[src/rtl/bus_dma_pkg.sv]
// Shared types and bus map for the block-copy bus initiator.
package bus_dma_pkg;

    typedef enum logic [2:0] {
        IDLE,
        REQ,
        READ,
        WRITE,
        FIN
    } dma_state_t;

    // Word addresses on the shared CPU data bus
    localparam int unsigned RAM_TOP   = 32'h0000_0080;
    localparam int unsigned PORT_ADDR = 32'h0000_0081;
    localparam int unsigned PIN_ADDR  = 32'h0000_0082;

endpackage

[src/rtl/bus_dma_copy.sv]
// Bus initiator copying len words from src_addr to dst_addr, one read and one write per word.
module bus_dma_copy
    import bus_dma_pkg::*;
#(
    parameter int unsigned WIDTH = 32,
    parameter int unsigned CNT_W = 16
) (
    input  logic             clk,
    input  logic             rst,
    input  logic             start,
    input  logic             abort,
    input  logic [WIDTH-1:0] src_addr,
    input  logic [WIDTH-1:0] dst_addr,
    input  logic [CNT_W-1:0] len,
    input  logic             irq_clr,
    output logic             bus_req,
    input  logic             bus_gnt,
    output logic [WIDTH-1:0] addr,
    output logic             we,
    output logic [WIDTH-1:0] wd,
    input  logic [WIDTH-1:0] rd,
    output logic             busy,
    output logic             done,
    output logic             irq,
    output logic [CNT_W-1:0] words_left
);

    dma_state_t       r_state;
    logic [WIDTH-1:0] r_src;
    logic [WIDTH-1:0] r_dst;
    logic [WIDTH-1:0] r_addr;
    logic [WIDTH-1:0] r_data;
    logic [CNT_W-1:0] r_words_left;
    logic             r_abort;
    logic             r_bus_req;
    logic             r_busy;
    logic             r_done;
    logic             r_irq;
    logic             w_in_write;

    // Write strobe follows the grant combinationally so it can never fire while another master owns the bus
    assign w_in_write = (r_state == WRITE);
    assign we         = w_in_write & bus_gnt;

    assign addr       = r_addr;
    assign wd         = r_data;
    assign bus_req    = r_bus_req;
    assign busy       = r_busy;
    assign done       = r_done;
    assign irq        = r_irq;
    assign words_left = r_words_left;

    always_ff @(posedge clk or negedge rst) begin
        if (!rst) begin
            r_state      <= IDLE;
            r_src        <= '0;
            r_dst        <= '0;
            r_addr       <= '0;
            r_data       <= '0;
            r_words_left <= '0;
            r_abort      <= 1'b0;
            r_bus_req    <= 1'b0;
            r_busy       <= 1'b0;
            r_done       <= 1'b0;
            r_irq        <= 1'b0;
        end else begin
            r_done <= 1'b0;
            // A clear never beats the completion that is being flagged right now
            if (irq_clr && (r_state != FIN)) begin
                r_irq <= 1'b0;
            end

            case (r_state)
                IDLE: begin
                    if (start) begin
                        r_src        <= src_addr;
                        r_dst        <= dst_addr;
                        r_words_left <= len;
                        r_abort      <= 1'b0;
                        r_busy       <= 1'b1;
                        if (len == '0) begin
                            r_state <= FIN;
                            r_done  <= 1'b1;
                            r_irq   <= 1'b1;
                        end else begin
                            r_state   <= REQ;
                            r_bus_req <= 1'b1;
                        end
                    end
                end

                REQ: begin
                    if (abort) begin
                        r_state   <= FIN;
                        r_bus_req <= 1'b0;
                        r_done    <= 1'b1;
                        r_irq     <= 1'b1;
                    end else if (bus_gnt) begin
                        r_state <= READ;
                        r_addr  <= r_src;
                    end
                end

                READ: begin
                    // Abort is remembered so the word in flight still completes its write
                    if (abort) begin
                        r_abort <= 1'b1;
                    end
                    if (bus_gnt) begin
                        r_data  <= rd;
                        r_addr  <= r_dst;
                        r_state <= WRITE;
                    end
                end

                WRITE: begin
                    if (abort) begin
                        r_abort <= 1'b1;
                    end
                    if (bus_gnt) begin
                        r_src        <= r_src + WIDTH'(1);
                        r_dst        <= r_dst + WIDTH'(1);
                        r_words_left <= r_words_left - CNT_W'(1);
                        if ((r_words_left == CNT_W'(1)) || abort || r_abort) begin
                            r_state   <= FIN;
                            r_bus_req <= 1'b0;
                            r_done    <= 1'b1;
                            r_irq     <= 1'b1;
                        end else begin
                            r_state <= READ;
                            r_addr  <= r_src + WIDTH'(1);
                        end
                    end
                end

                FIN: begin
                    r_state <= IDLE;
                    r_busy  <= 1'b0;
                end

                default: begin
                    r_state <= IDLE;
                end
            endcase
        end
    end

endmodule

[config.mk]
export PLATFORM = sky130hd
export DESIGN_NAME = bus_dma_copy
export DESIGN_NICKNAME = d
export VERILOG_FILES = /design/src/rtl/bus_dma_pkg.sv /design/src/rtl/bus_dma_copy.sv
export SDC_FILE = /design/constraint.sdc
export NUM_CORES = 1
export LEC_CHECK = 0
export ABC_AREA = 1
export CAP_MARGIN = 30
export CELL_PAD_IN_SITES_DETAIL_PLACEMENT = 1
export CELL_PAD_IN_SITES_GLOBAL_PLACEMENT = 1
export CORE_MARGIN = 2
export CORE_UTILIZATION = 33
export DETAILED_ROUTE_END_ITERATION = 16
export PLACE_DENSITY_LB_ADDON = 0.1
export SYNTH_ARGS = -nofsm -noshare
export SYNTH_HDL_FRONTEND = slang
export SYNTH_SLANG_ARGS = --single-unit
[constraint.sdc]
create_clock -name clk -period 1.95 [get_ports clk]
set_clock_uncertainty 0.2 [all_clocks]
set_input_delay 0.195 -clock clk [delete_from_list [all_inputs] [get_ports clk]]
set_output_delay 0.195 -clock clk [all_outputs]
set_load 0.005 [all_outputs]
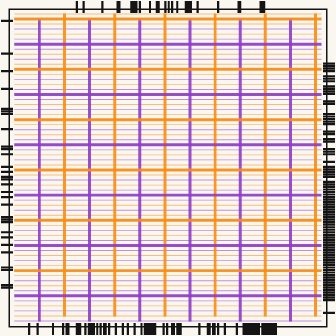
Figure 1: run 1, floorplan with the power grid.
Pins as bars on the die edge.
colour	net
orange	VDD
purple	VSS
rows	61
met4 straps	12
signal pins	203
met1 rails	62
met5 straps	12
IR Drop Worst-Case VDD: 0.000758 V
area of the placeable core: 27600 µm²

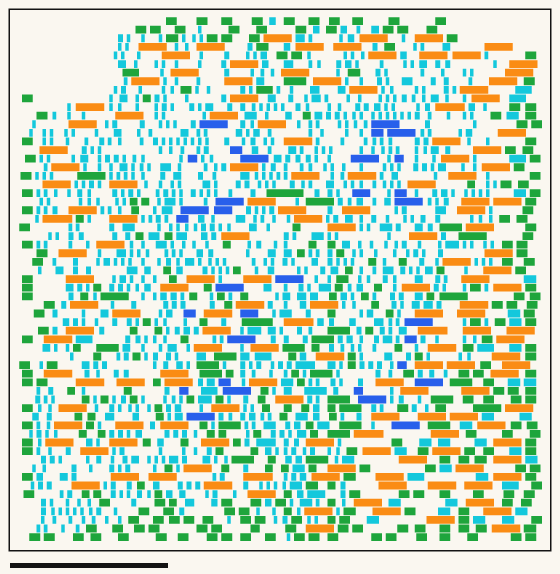
Figure 2: run 1, placed cells, one colour a class.
The bar under the picture is 50 µm long.
colour	class	cells	share of their area
green	remaining buffers and delay cells	347	26%
cyan	remaining logic cells	1112	41%
blue	clock drivers and dummy loads	32	4.4%
orange	registers	152	28%
fraction of standard cell area that is sequential: 0.274
final non-filler cell area: 13900 µm²
FP Rows: 61
Util after Layout: 0.505

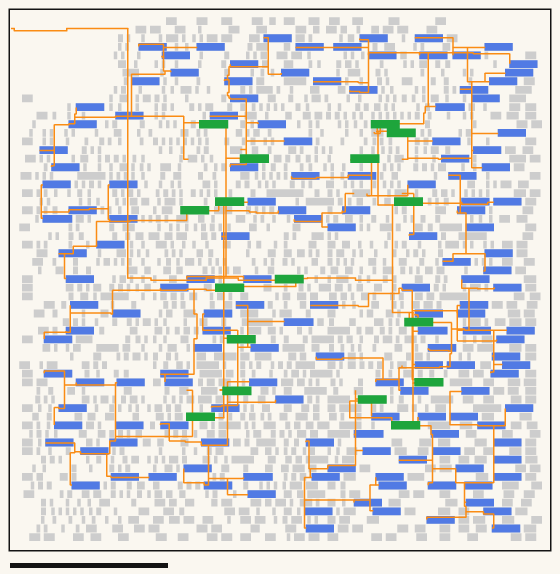
Figure 3: run 1, routed clock nets over the placement.
The bar under the picture is 50 µm long.
[orange] clock wires | length: 2500 µm
[green] clock-net drivers | count: 17
[blue] flip-flops | count: 152
flops lie	all over the die

run 1: worst max-delay path by stage:
stage	startpoint	end	slack [ns]	cells past startpoint
2_1_floorplan	r_dst[0]	r_dst[30]	0.1	10
3_3_place_gp	len[9]	bus_req	-0.01	7
3_5_place_dp	r_src[1]	addr[12]	-0.11	10
4_1_cts	words_left[1]	addr[31]	-0.01	12
5_1_grt	r_state[1]	wd[30]	-0.07	9
6_report	r_state[1]	wd[14]	-0.01	9
run 1: cells in the final DEF, fill, tap and decap left out, types with 10 or more instances in the layout:
master,n
sky130_fd_sc_hd__a22oi_1,28
sky130_fd_sc_hd__o21ai_1,16
sky130_fd_sc_hd__a21oi_1,62
sky130_fd_sc_hd__nand3_1,93
sky130_fd_sc_hd__dfrtp_1,146
sky130_fd_sc_hd__nand2_2,21
sky130_fd_sc_hd__clkdlybuf4s50_1,200
sky130_fd_sc_hd__mux2_1,24
sky130_fd_sc_hd__buf_12,20
sky130_fd_sc_hd__nand3b_1,10
sky130_fd_sc_hd__buf_4,105
sky130_fd_sc_hd__inv_1,93
sky130_fd_sc_hd__o21ai_0,62
sky130_fd_sc_hd__nor2_1,167
sky130_fd_sc_hd__nor2_2,23
sky130_fd_sc_hd__clkbuf_16,23
sky130_fd_sc_hd__nand2_1,401
run 1: flip-flops by register name, indices dropped and copies added, names as in the netlist:
register    count
words_left     16
addr           32
irq             1
bus_req         1
r_abort         1
r_dst          32
busy            1
r_state         3
done            1
wd             32
r_src          32
run 1: power breakdown:
part	leakage, nW	internal (W)	total, W	switching [W]
Clock	0.294	0.00174	0.00344	0.00170
Sequential	1.80	0.00482	0.00628	0.00145
Combinational	4.19	0.00705	0.0150	0.00797
==> out/highlights.md, run 1 <==
Logic synthesis
• **top-area cell type share of the netlist area** 0.414
• **Post-synth regs** 152
• **AND/OR/NAND/NOR Cells, Area Fraction** 0.341
• **flip-flop cell with the highest count after synthesis** sky130_fd_sc_hd__dfrtp_1
• **Top area cell types** sky130_fd_sc_hd__dfrtp_1, sky130_fd_sc_hd__nand2_1, sky130_fd_sc_hd__nor2_1
• **share of the synthesized netlist area taken by xor and xnor gates** 0.00573
• **Synth logic family** simple AND/OR/NAND/NOR gates
• **most used standard cell by instance count after synthesis** sky130_fd_sc_hd__nand2_1
• **yosys cell count** 1315
• **synthesized-area fraction occupied by ao, oa, aoi and oai cells** 0.124
• **number of flops mapped to enable cells by yosys** 0
• **cell count after synthesis** 1315
• **Yosys cell types** 39
• **cell taking the most area after synthesis** sky130_fd_sc_hd__dfrtp_1

Routing
• **Avg WL per Cell** 18.4 µm
• **wire length on met3** 1320 µm
• **wire length on met2** 18000 µm
• **vias per inst** 5.00
• **Post-route DRC** 0

Place
• **# port buffers** 202
• **DP Worst Slack** -0.106 ns
• **detailed placement HPWL** 27200 µm

Clock tree
• **clock-pin slew on the worst setup and hold paths** 0.08 ns
• **number of buffers on the longest clock path** 2
• **sinks on the clock net** 152
• **Hold-fix buffers, CTS** 2

STA
• **setup repair after global routing missed its margin** true
• **count of endpoints failing setup in the final report** 8
• **slack of the critical path** -0.0130 ns
• **post-layout min period** 1.96 ns
• **post-layout period usage** 1.01
• **slew at the pin with the worst max-slew slack** 0.519 ns

Global routing
• **initial antenna violation count** 0
• **overall overflow remaining after global route** 0
• **met2 usage** 0.413
• **met3 usage in global routing** 0.0317
• **most heavily used metal layer in global routing** met2
• **number of global-route vias before repair** 10200

Critical path
• **Worst setup EP type** register
• **kind of start point of the critical path** register
• **Critical Setup Path Class** register to register
• **largest incremental delay on the critical path** 0.41 ns
• **worst reg-to-reg path cell count** 9
• **capturing point of the worst reg2reg path** wd[14]
• **required time at the worst-slack endpoint** 2.07 ns
• **largest driver fanout on the critical path** 16
• **slack of the worst reg-to-reg path** -0.01 ns

Layout
• **number of inserted diodes** 0
• **number of nets at the end of the flow** 1752
• **combinational fraction of the cell area** 0.364
• **fraction of area in non-clock buffers** 0.256
• **Biggest Area Class** combinational gates
• **area growth from synthesis to final layout** 51.6%
• **area used by sequential logic in the layout** 3810 µm²
• **fill cell instance count of the final layout** 3364
• **number of logic inverters in the finished layout** 105

Die
• **Die X** 171 µm
• **chip area** 29200 µm²
• **IO Pins** 203

Run status
• **failing checks** setup timing
• **result of the run** finished, violations left

Pwr
• **sum of internal, switching and leakage power** 0.0247 W
• **standby leakage power** 6.28 nW

Run
• **Maximum Capacitance Violations** 0

Figure 4. Signal wires by layer (run 1).
Only two layers are drawn.
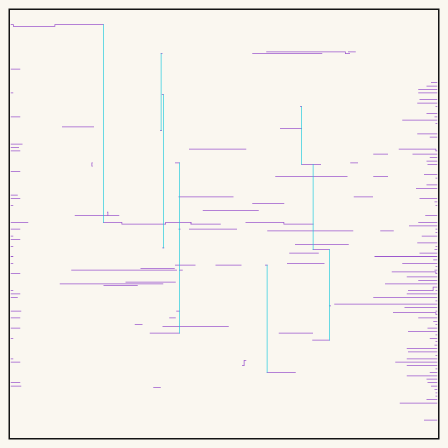

==> run 1 -> run 2 <==
--- a/config.mk
+++ b/config.mk
@@ -13,6 +13,7 @@
 export CORE_UTILIZATION = 33
 export DETAILED_ROUTE_END_ITERATION = 16
 export PLACE_DENSITY_LB_ADDON = 0.1
+export SETUP_SLACK_MARGIN = 0.1
 export SYNTH_ARGS = -nofsm -noshare
 export SYNTH_HDL_FRONTEND = slang
 export SYNTH_SLANG_ARGS = --single-unit
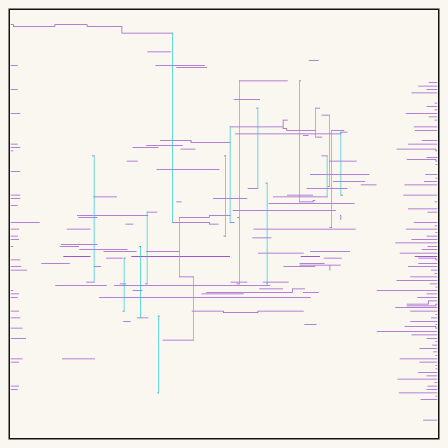
Figure 5: run 2, signal wires by layer.
Only two layers are drawn.
colour	layer	wire length
cyan	M4	675 µm
purple	M3	1930 µm

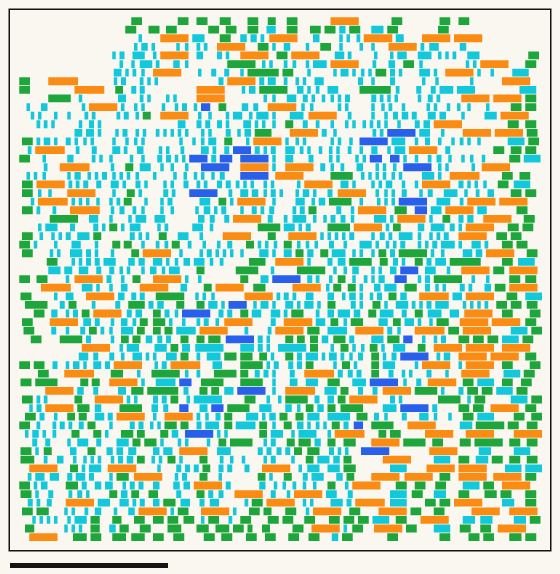
Figure 6: run 2, placed cells, one colour a class.
The bar under the picture is 50 µm long.
colour	class	cells	share of their area
blue	clock drivers and dummy loads	32	4.1%
orange	registers	152	26%
green	remaining buffers and delay cells	398	28%
cyan	remaining logic cells	1112	41%

==> run 2 against run 1 <==
Effect of this change: the run still ends with setup timing left; critical path type unchanged; hold slack got worse by 0.10 ns; global-route usage rose by 1.2 points; wire length rose by 9.4%; sequential power rose by 2%; cell count rose by 2.5%.
==> out/highlights.md, run 2 <==
Clock tree
• **worst-skew pair later-pin latency** 0.44 ns, about the same
• **clock-pin slew on the worst setup and hold paths** 0.08 ns, about the same
• **sinks on the clock net** 152, unchanged
• **clock tree from TritonCTS** done, unchanged
• **cts bufs inserted** 17, unchanged
• **H-tree depth reported by CTS** 4, unchanged
• **CTS root buffer** sky130_fd_sc_hd__clkbuf_16, unchanged
• **number of buffers on the longest clock path** 2, unchanged

Critical path
• **data arrival time at the worst-slack endpoint** 2.08 ns, about the same
• **largest incremental delay on the critical path** 0.39 ns, was 0.41 ns
• **largest driver fanout on the critical path** 6, was 16
• **Critical Path Start** r_state[2], was r_state[1]
• **Worst setup EP type** register, unchanged
• **CP Capture Point** addr[16], was wd[14]
• **RR Startpoint** r_state[2], was r_state[1]
• **cell seen most often among critical-path stages** sky130_fd_sc_hd__nand2_4, was sky130_fd_sc_hd__buf_12
• **crit-path leading delay family** simple AND/OR/NAND/NOR gates, was buffers and inverters
• **worst reg-to-reg path cell count** 12, was 9
• **cell breakdown of the critical path** inv_2 -> nand2_4 -> inv_4 -> buf_6 -> nand2_4 -> nor2_4 -> nor3_4 -> nand2_4 -> buf_12 -> clkbuf_16 -> nand2_4 -> nand2_2, was clkinv_4 -> nor2_4 -> buf_6 -> buf_12 -> nand2_2 -> inv_2 -> nand2_4 -> buf_12 -> mux2_1
• **slowest cell on the critical path** sky130_fd_sc_hd__dfrtp_1, was sky130_fd_sc_hd__dfrtp_2
• **Critical Path Stages** 12, was 9
• **capturing point of the worst reg2reg path** addr[16], was wd[14]
• **kind of start point of the critical path** register, unchanged
• **required time at the worst-slack endpoint** 2.08 ns, was 2.07 ns
• **Critical Setup Path Class** register to register, unchanged
• **slack of the worst reg-to-reg path** -0.007 ns, was -0.01 ns

Logic synthesis
• **Top area cell types** sky130_fd_sc_hd__dfrtp_1, sky130_fd_sc_hd__nand2_1, sky130_fd_sc_hd__nor2_1, unchanged
• **number of flops mapped to enable cells by yosys** 0, unchanged
• **Yosys cell types** 39, unchanged
• **top cells by count, synth** sky130_fd_sc_hd__nand2_1, sky130_fd_sc_hd__nor2_1, sky130_fd_sc_hd__dfrtp_1, unchanged
• **Post-Synthesis Net Count** 1437, unchanged
• **flip-flop cell with the highest count after synthesis** sky130_fd_sc_hd__dfrtp_1, unchanged
• **cell count after synthesis** 1315, unchanged
• **yosys cell count** 1315, unchanged
• **most used standard cell by instance count after synthesis** sky130_fd_sc_hd__nand2_1, unchanged
• **top-area cell type share of the netlist area** 0.414, unchanged
• **sequential fraction of the synthesis area** 0.414, unchanged
• **netlist area before placement** 9180 µm², unchanged
• **Async SR Flop Fraction** 1.00, unchanged
• **cell taking the most area after synthesis** sky130_fd_sc_hd__dfrtp_1, unchanged
• **Post-synth regs** 152, unchanged

Routing
• **wire length on met3** 1930 µm, was 1320 µm
• **routed vias** 10700, was 10100
• **wire length on met2** 20300 µm, was 18000 µm
• **top layer in use** met4, unchanged
• **number of detailed-route iterations in the first pass** 5, unchanged
• **number of nets with antenna violations after detailed routing** 0, unchanged
• **wl on met1** 17900 µm, was 17500 µm
• **first-iteration detailed-routing DRC count** 617, was 585
• **Avg WL per Cell** 19.7 µm, was 18.4 µm
• **vias per inst** 5.15, was 5.00
• **Post-route DRC** 0, unchanged

STA
• **post-layout period usage** 1.00, was 1.01
• **relative slew slack** 0.733, was 0.653
• **slew at the pin with the worst max-slew slack** 0.397 ns, was 0.519 ns
• **setup repair after global routing missed its margin** true, unchanged
• **final-report hold violation count** 0, unchanged
• **slack of the critical path** -0.00709 ns, was -0.0130 ns
• **count of endpoints failing setup in the final report** 2, was 8
• **highest achievable clock rate** 0.511 GHz, was 0.509 GHz
• **post-layout min period** 1.96 ns, about the same

Die
• **area of the placeable core** 27600 µm², unchanged
• **Die X** 171 µm, unchanged
• **FP Rows** 61, unchanged
• **IO Pins** 203, unchanged
• **chip area** 29200 µm², unchanged
• **Die H** 171 µm, unchanged

Global routing
• **most heavily used metal layer in global routing** met2, unchanged
• **overall fraction of global-route tracks in use** 0.258, was 0.246
• **met1 layer usage reported by global route** 0.349, was 0.339
• **overall overflow remaining after global route** 0, unchanged
• **met2 usage** 0.437, was 0.413
• **initial antenna violation count** 0, unchanged
• **met3 usage in global routing** 0.0384, was 0.0317
• **number of global-route vias before repair** 10500, was 10200

Layout
• **most numerous logic cells after layout** sky130_fd_sc_hd__nand2_1, sky130_fd_sc_hd__clkdlybuf4s50_1, sky130_fd_sc_hd__nor2_1, sky130_fd_sc_hd__dfrtp_1, sky130_fd_sc_hd__buf_4, unchanged
• **number of nets at the end of the flow** 1803, was 1752
• **number of inserted diodes** 0, unchanged
• **final non-filler cell area** 15200 µm², was 13900 µm²
• **area growth from synthesis to final layout** 65.2%, was 51.6%
• **fraction of layout cells with a size suffix above 1** 0.280, was 0.177
• **most common logic cell in the routed design** sky130_fd_sc_hd__nand2_1, unchanged

Pwr
• **IR Drop Worst-Case VDD** 0.000767 V, was 0.000758 V
• **sum of internal, switching and leakage power** 0.0277 W, was 0.0247 W
• **standby leakage power** 6.83 nW, was 6.28 nW

Place
• **detailed placement HPWL** 27200 µm, about the same
• **GPL Wtd Cong** 0.881, was 0.874
• **# port buffers** 202, unchanged
• **area post-placement** 12600 µm², was 12500 µm²

Run status
• **result of the run** finished, violations left, unchanged
• **failing checks** setup timing, unchanged

Run
• **Maximum Capacitance Violations** 0, unchanged
• **total tool warning count** 29, unchanged

[run 2: cell type report]
type                       instances  area, µm²
tap                              378        473
multi-input combinational       1007       5680
clock buffer                      17        425
clock inverter                    15        176
sequential                       152       3820
fill                            3272      12400
inverter                         105        409
timing repair buffer             398       4180
[run 2: repair_timing]
item | in CTS | in global routing
cloned | 5 | 13
setup buffers | 16 | 34
pin swaps | 16 | 71
setup endpoints to repair | 112 | 154
gates resized | 77 | 279
endpoints found under the hold margin | 152 | 0
hold buffers | 1 | 0
[run 2: report_power, final]
| part | leakage [nW] | internal, W | total (W) | switching (W) |
|---|---|---|---|---|
| combinational | 4.75 | 0.00857 | 0.0178 | 0.00919 |
| sequential | 1.78 | 0.00485 | 0.00642 | 0.00157 |
| clock | 0.295 | 0.00174 | 0.00348 | 0.00174 |
[run 2: cells by family (layout without fill, tap and decap cells)]
kind of cell | count (synthesis) | count (layout) | synth area share
DFF | 152 | 152 | 0.414
muxes | 32 | 32 | 0.0393
adders and majority gates | 4 | 4 | 0.00545
AOI/OAI and AO/OA | 201 | 201 | 0.124
xor gates and xnor gates | 6 | 6 | 0.00573
and+or+nand+nor | 764 | 764 | 0.341
buffers and inverters | 156 | 535 | 0.0699
[run 2: stage by stage]
step | util | instances | setup TNS [ns] | setup slack (ns) | hold WS, ns
6_report | 0.550 | 2072 | -0.00830 | -0.00709 | 0.0183
2_1_floorplan | - | 1315 | 0 | 0.175 | -0.301
3_5_place_dp | 0.458 | 1973 | -0.473 | -0.0831 | -0.0807
4_1_cts | 0.498 | 2027 | 0 | 0.0282 | 0.0211
5_1_grt | 0.550 | 2072 | -1.61 | -0.130 | 0.0362
3_3_place_gp | 0.458 | 1973 | -0.430 | -0.105 | -0.0796
Power figures rest on the tool's default switching activity, not on a simulated workload.
